**config.mk**
```make
export PLATFORM = sky130hd
export DESIGN_NAME = arbiter_merge_rr
export DESIGN_NICKNAME = d
export VERILOG_FILES = /design/src/rtl/arbiter_merge_rr_pkg.sv /design/src/rtl/merge_fifo.sv /design/src/rtl/arbiter_merge_rr.sv
export SDC_FILE = /design/constraint.sdc
export NUM_CORES = 1
export LEC_CHECK = 0
export ABC_AREA = 1
export CAP_MARGIN = 40
export CORE_MARGIN = 8
export CORE_UTILIZATION = 50
export CTS_CLUSTER_SIZE = 40
export DETAILED_ROUTE_END_ITERATION = 6
export HOLD_SLACK_MARGIN = 0.03
export PLACE_DENSITY = 0.8
export SLEW_MARGIN = 25
export SYNTH_ARGS = -nofsm -noshare
export SYNTH_HDL_FRONTEND = slang
export SYNTH_HIERARCHICAL = 1
export SYNTH_SLANG_ARGS = --single-unit
```
**constraint.sdc**
```tcl
create_clock -name clk -period 5.65 [get_ports clk]
set_clock_uncertainty 0.1 [all_clocks]
set_input_delay 1.13 -clock clk [delete_from_list [all_inputs] [get_ports clk]]
set_output_delay 1.13 -clock clk [all_outputs]
set_load 0.1 [all_outputs]
```
**src/rtl/arbiter_merge_rr_pkg.sv**
```systemverilog
// Shared types for the round-robin merge: source index and FIFO entry layout {src, data},
// so downstream blocks decode out_src identically.
package arbiter_merge_rr_pkg;

   localparam int NUM_IN_DEF = 4;
   localparam int WIDTH_DEF  = 33;
   localparam int SRC_W_DEF  = $clog2(NUM_IN_DEF);

   typedef logic [SRC_W_DEF-1:0] src_idx_t;

   typedef struct packed {
      src_idx_t               src;
      logic [WIDTH_DEF-1:0]   data;
   } merge_entry_t;

   // Pointer step after a grant to input g: wrap to 0 past the last input.
   function automatic int rr_next(input int g, input int n);
      return (g == n - 1) ? 0 : g + 1;
   endfunction

endpackage

```
**src/rtl/merge_fifo.sv**
```systemverilog
// Synchronous circular-buffer FIFO holding {src, data} entries for the merge output.
// Head data reads as zero while empty so the output bus is clean after reset.
module merge_fifo
   import arbiter_merge_rr_pkg::*;
#(
   parameter int WIDTH = 35,
   parameter int DEPTH = 4,
   localparam int AW   = $clog2(DEPTH),
   localparam int CW   = $clog2(DEPTH + 1)
) (
   input  logic             clk,
   input  logic             rst,
   input  logic             push_i,
   input  logic [WIDTH-1:0] wdata_i,
   input  logic             pop_i,
   output logic [WIDTH-1:0] rdata_o,
   output logic             full_o,
   output logic             empty_o,
   output logic [CW-1:0]    count_o
);

   logic [WIDTH-1:0] mem_q [DEPTH];
   logic [AW-1:0]    wr_q, wr_d, rd_q, rd_d;
   logic [CW-1:0]    count_q, count_d;
   logic             do_push, do_pop;

   assign full_o  = (count_q == CW'(DEPTH));
   assign empty_o = (count_q == '0);
   assign do_push = push_i & ~full_o;
   assign do_pop  = pop_i & ~empty_o;
   assign count_o = count_q;
   assign rdata_o = empty_o ? '0 : mem_q[rd_q];

   always_comb begin
      wr_d    = wr_q;
      rd_d    = rd_q;
      count_d = count_q;
      if (do_push) wr_d = wr_q + 1'b1;
      if (do_pop)  rd_d = rd_q + 1'b1;
      case ({do_push, do_pop})
         2'b10:   count_d = count_q + 1'b1;
         2'b01:   count_d = count_q - 1'b1;
         default: count_d = count_q;
      endcase
   end

   always_ff @(posedge clk) begin
      if (rst) begin
         wr_q    <= '0;
         rd_q    <= '0;
         count_q <= '0;
      end else begin
         wr_q    <= wr_d;
         rd_q    <= rd_d;
         count_q <= count_d;
      end
   end

   // Storage is not reset; stale entries are unreachable once the pointers clear.
   always_ff @(posedge clk) begin
      if (do_push) mem_q[wr_q] <= wdata_i;
   end

endmodule

```
**src/rtl/arbiter_merge_rr.sv**
```systemverilog
// N-input round-robin arbitrated merge into a registered output FIFO.
// Each output word carries the index of the input it came from.
module arbiter_merge_rr
   import arbiter_merge_rr_pkg::*;
#(
   parameter int  NUM_IN = 4,
   parameter int  WIDTH  = 33,
   parameter int  DEPTH  = 4,
   localparam int ID_W   = $clog2(NUM_IN),
   localparam int CNT_W  = $clog2(DEPTH + 1)
) (
   input  logic                    clk,
   input  logic                    rst,
   input  logic [NUM_IN-1:0]       in_valid,
   input  logic [NUM_IN*WIDTH-1:0] in_data,
   output logic [NUM_IN-1:0]       in_ready,
   output logic                    out_valid,
   output logic [WIDTH-1:0]        out_data,
   output logic [ID_W-1:0]         out_src,
   input  logic                    out_ready,
   output logic [CNT_W-1:0]        occupancy
);

   logic [ID_W-1:0]      rr_q, rr_d;
   logic [ID_W-1:0]      gnt_idx, idx;
   logic                 found;
   logic [NUM_IN-1:0]    grant;
   logic                 push, full, empty;
   logic [ID_W+WIDTH-1:0] wentry, rentry;

   // Search from rr_q upward with wrap; only full, rst and in_valid gate the grant,
   // so out_ready never reaches in_ready combinationally.
   always_comb begin
      gnt_idx = '0;
      idx     = '0;
      found   = 1'b0;
      grant   = '0;
      for (int k = 0; k < NUM_IN; k++) begin
         idx = ID_W'((int'(rr_q) + k) % NUM_IN);
         if (!found && in_valid[idx]) begin
            found   = 1'b1;
            gnt_idx = idx;
         end
      end
      if (found && !full && !rst) grant[gnt_idx] = 1'b1;
   end

   assign in_ready = grant;
   assign push     = |grant;
   assign rr_d     = push ? ID_W'(rr_next(int'(gnt_idx), NUM_IN)) : rr_q;
   assign wentry   = {gnt_idx, in_data[int'(gnt_idx)*WIDTH +: WIDTH]};

   always_ff @(posedge clk) begin
      if (rst) rr_q <= '0;
      else     rr_q <= rr_d;
   end

   merge_fifo #(
      .WIDTH (ID_W + WIDTH),
      .DEPTH (DEPTH)
   ) u_fifo (
      .clk     (clk),
      .rst     (rst),
      .push_i  (push),
      .wdata_i (wentry),
      .pop_i   (out_ready),
      .rdata_o (rentry),
      .full_o  (full),
      .empty_o (empty),
      .count_o (occupancy)
   );

   assign out_valid = ~empty;
   assign out_src   = rentry[ID_W+WIDTH-1 -: ID_W];
   assign out_data  = rentry[WIDTH-1:0];

endmodule

```
Fig. 1: track usage over the die
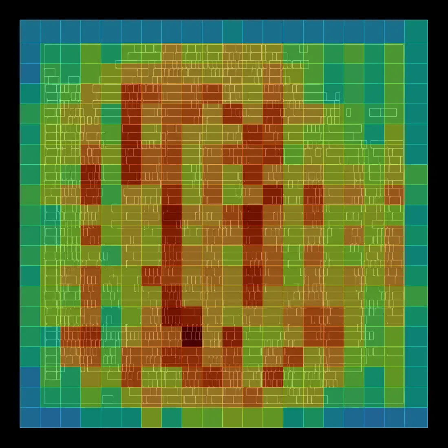
wire length per cell: 16.3 um
GRT Total Usage: 21.5%
met3 usage in global routing: 6.23%
routing usage on met1: 24.2%

Fig. 2: gate-type map
Drawn at 3 px/um.
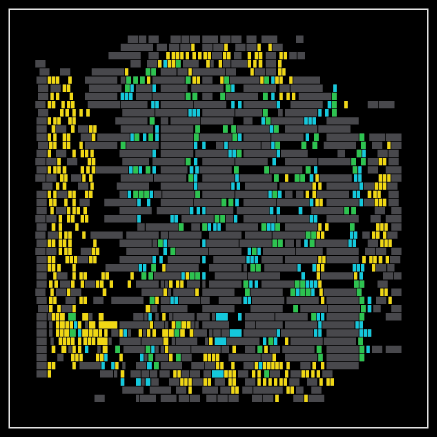
legend:
  inverting AOI/OAI gates:
    color: green
    cells: 115
  NAND gates:
    color: yellow
    cells: 361
    where: all over the die
  NOR gates:
    color: cyan
    cells: 161

==> flow_summary_export.csv <==
group,metric,value,unit
cells_and_area,nNetsFinal,1213,
clocking,insertion_delay,0.42,ns
cells_and_area,syn2layout_area_growth,37.7,%
final_timing,hold_viol,0,
drt,detail-route-antenna-nets,0,
critical_path,rr_endpoint,"u_fifo/count_o[2]",
die,die_width,139,um
clocking,clk_pin_slew,0.06,ns
final_timing,fmax,212,MHz
place,dp_hpwl,13.7,mm
global_route,grt_pass1_wl,32.9,mm
run,max-cap-violations,0,
final_timing,drv_slew,0,
critical_path,slowest_stage,"buf_4",
critical_path,arrival,3.49,ns
clocking,cts.repair.resized,0,
clocking,cts_setup_buffers,0,
place,place.gp.congestion,0.840,
final_timing,setup_tns,0,ns
critical_path,path_cells,"clkdlybuf4s50_1 > inv_1 > nand2_1 > nand3_1 > nand2_1 > inv_2 > nand2_1 > nor2_1 > nand2_1 > nand3_4 > buf_4 > inv_2 > nor3_1 > buf_12",
die,row_count,45,
drt,wl_met1,8.01,mm
critical_path,critPathMaxStageDelay,0.57,ns
drt,wl_met2,10.4,mm
global_route,gr-total-overflow,0,
logic_synthesis,syn_avg_cell_area,8.61,sq um
clocking,hold_buffers,0,
logic_synthesis,yosys_warnings,6,
cells_and_area,register_area,4430,sq um
clocking,ctsRootBufferMaster,"clkbuf_16",
critical_path,critPathRequiredTime,4.42,ns
logic_synthesis,synth_flop_count,151,
run,warning_count,29,
hold_path,worst_hold_path_type,"reg -> reg",
die,initCoreUtil,50.5,%
global_route,antenna_found_initial,0,
final_timing,grt_setup_unrepaired,"no",
logic_synthesis,synth.distinct_cells,25,
critical_path,worst-path-max-fanout,69,
global_route,grtUsageMet2,38.7,%
drt,drt-total-wl,20.7,mm
drt,drt_iter0_markers,693,
cells_and_area,antennaDiodeCount,0,
die,die-area,19300,sq um
global_route,grt_max_degree,71,
critical_path,critPathBufInv,6,
place,place_ws,0.752,ns
logic_synthesis,syn_nets,1024,
status,status,"completed",
clocking,htreeDepth,4,
final_timing,setup_ws,0.926,ns
final_timing,min_period,4.72,ns
drt,dr.pass1.iters,5,
global_route,busiest_layer,"met2",
logic_synthesis,netlist_area,7560,sq um
final_timing,slew_headroom,49.4,%
die,num_io_pins,182,
critical_path,cp-start-kind,"primary input",
clocking,cts_buffers,17,
Fig. 3: a small window of the routed layout
Window x 54 to 84, y 82 to 112 um. Cells in gray, sequential cells in the stronger gray; small squares are vias.
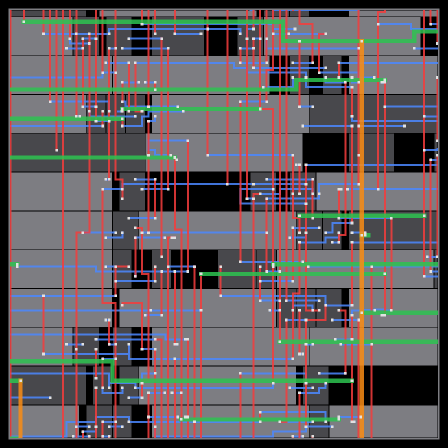
legend:
  metal 2:
    color: red
  metal 3:
    color: green
  metal 1:
    color: blue
  metal 4:
    color: orange
netlist names of flops here include: `u_fifo/mem_q` (20)
cells with their middle in the window: 55
most frequent: edfxtp_1 (20), nor2_1 (16), o21ai_0 (6)
sequential cells in the window: 20

Fig. 4: routed metal, one color a layer
Drawn at 3 px/um. Only two layers are drawn.
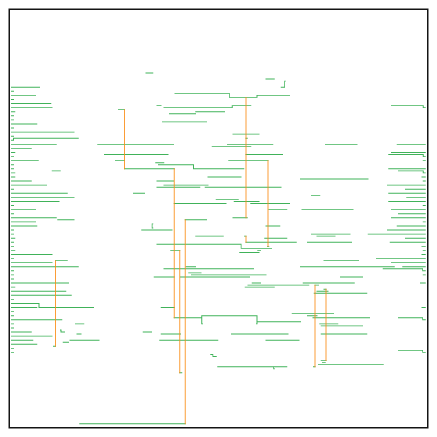
legend:
  metal 4:
    color: orange
    wire_length: 328 um
  metal 3:
    color: green
    wire_length: 1870 um

## cell type report
| type | instances | share of cell area, % |
|---|---|---|
| clock buffers | 17 | 4.09 |
| clock inverters | 15 | 1.27 |
| inverters | 36 | 1.35 |
| multi-input cells | 644 | 26.1 |
| flip-flops and latches | 151 | 42.5 |
| well taps | 188 | 2.26 |
| repair buffers | 217 | 22.5 |
## sequential cells by signal, summed over array words and instances, names as in the netlist, named ones only
name and flops:
u_fifo/rd_q 2, u_fifo/wr_q 2, u_fifo/mem_q 140, u_fifo/count_o 3, rr_q 2
## per-stage QoR
stage               std cells  util, %  hold slack [ns]  area, sq um
detailed placement       1236     65.8            0.380         9850
CTS                      1268     69.5            0.390        10400
floorplan                 878        -            0.359         7560
finish                   1268     69.5            0.389        10400
global route             1268     69.5            0.421        10400
global placement         1211     62.8            0.383         9400
## cell families after synthesis
| logic type | synth area share, % |
|---|---|
| buffers and inverters | 6.06 |
| AND/OR/NAND/NOR | 26.5 |
| flip-flops | 58.5 |
| AND-OR/OR-AND | 7.66 |
| adder cells (fa/ha/maj) | 1.26 |
## worst max path at each step
stage | slack [ns] | from | depth (start not counted) | to
6_report | 0.93 | in_valid[1] | 14 | in_ready[2]
5_1_grt | 0.71 | in_valid[3] | 14 | in_ready[2]
4_1_cts | 0.94 | in_valid[1] | 14 | in_ready[2]
3_5_place_dp | 0.75 | in_valid[1] | 19 | u_fifo/count_o[2]
3_3_place_gp | 0.92 | in_valid[1] | 21 | u_fifo/count_o[2]
2_1_floorplan | 0.34 | in_valid[2] | 11 | in_ready[1]
## Yosys cell counts
master | number | area [sq um]
ha_1 | 6 | 75.1
nor2_1 | 158 | 593
a21oi_1 | 40 | 200
nand3_1 | 13 | 65.1
o21ai_1 | 23 | 115
buf_6 | 11 | 124
a21boi_0 | 1 | 7.51
a31oi_1 | 1 | 6.26
nand2_1 | 343 | 1290
clkbuf_1 | 3 | 11.3
buf_4 | 7 | 52.6
inv_2 | 5 | 18.8
fa_1 | 1 | 20.0
nor3_1 | 3 | 15.0
clkinv_1 | 1 | 3.75
edfxtp_1 | 140 | 4200
nand4_1 | 2 | 12.5
inv_4 | 2 | 12.5
dfxtp_1 | 11 | 220
o21ai_0 | 50 | 250
nand3_4 | 1 | 17.5
nand2_2 | 2 | 12.5
clkbuf_2 | 7 | 35.0
buf_2 | 19 | 95.1
inv_1 | 28 | 105
## tightest hold or removal path, cell delays in order (launching register included)
cell	delay, ns
dfxtp_1	0.32
nand2_1	0.06
a21oi_1	0.06
## placed cells by master (no fill, tap or decap), types with 9 or more instances in the layout
cell type	count
nor2_1	154
edfxtp_1	140
o21ai_1	23
o21ai_0	50
clkbuf_16	17
inv_1	28
buf_8	18
a21oi_1	40
nand3_1	12
dfxtp_1	9
nand2_1	343
clkdlybuf4s50_1	162
buf_4	27
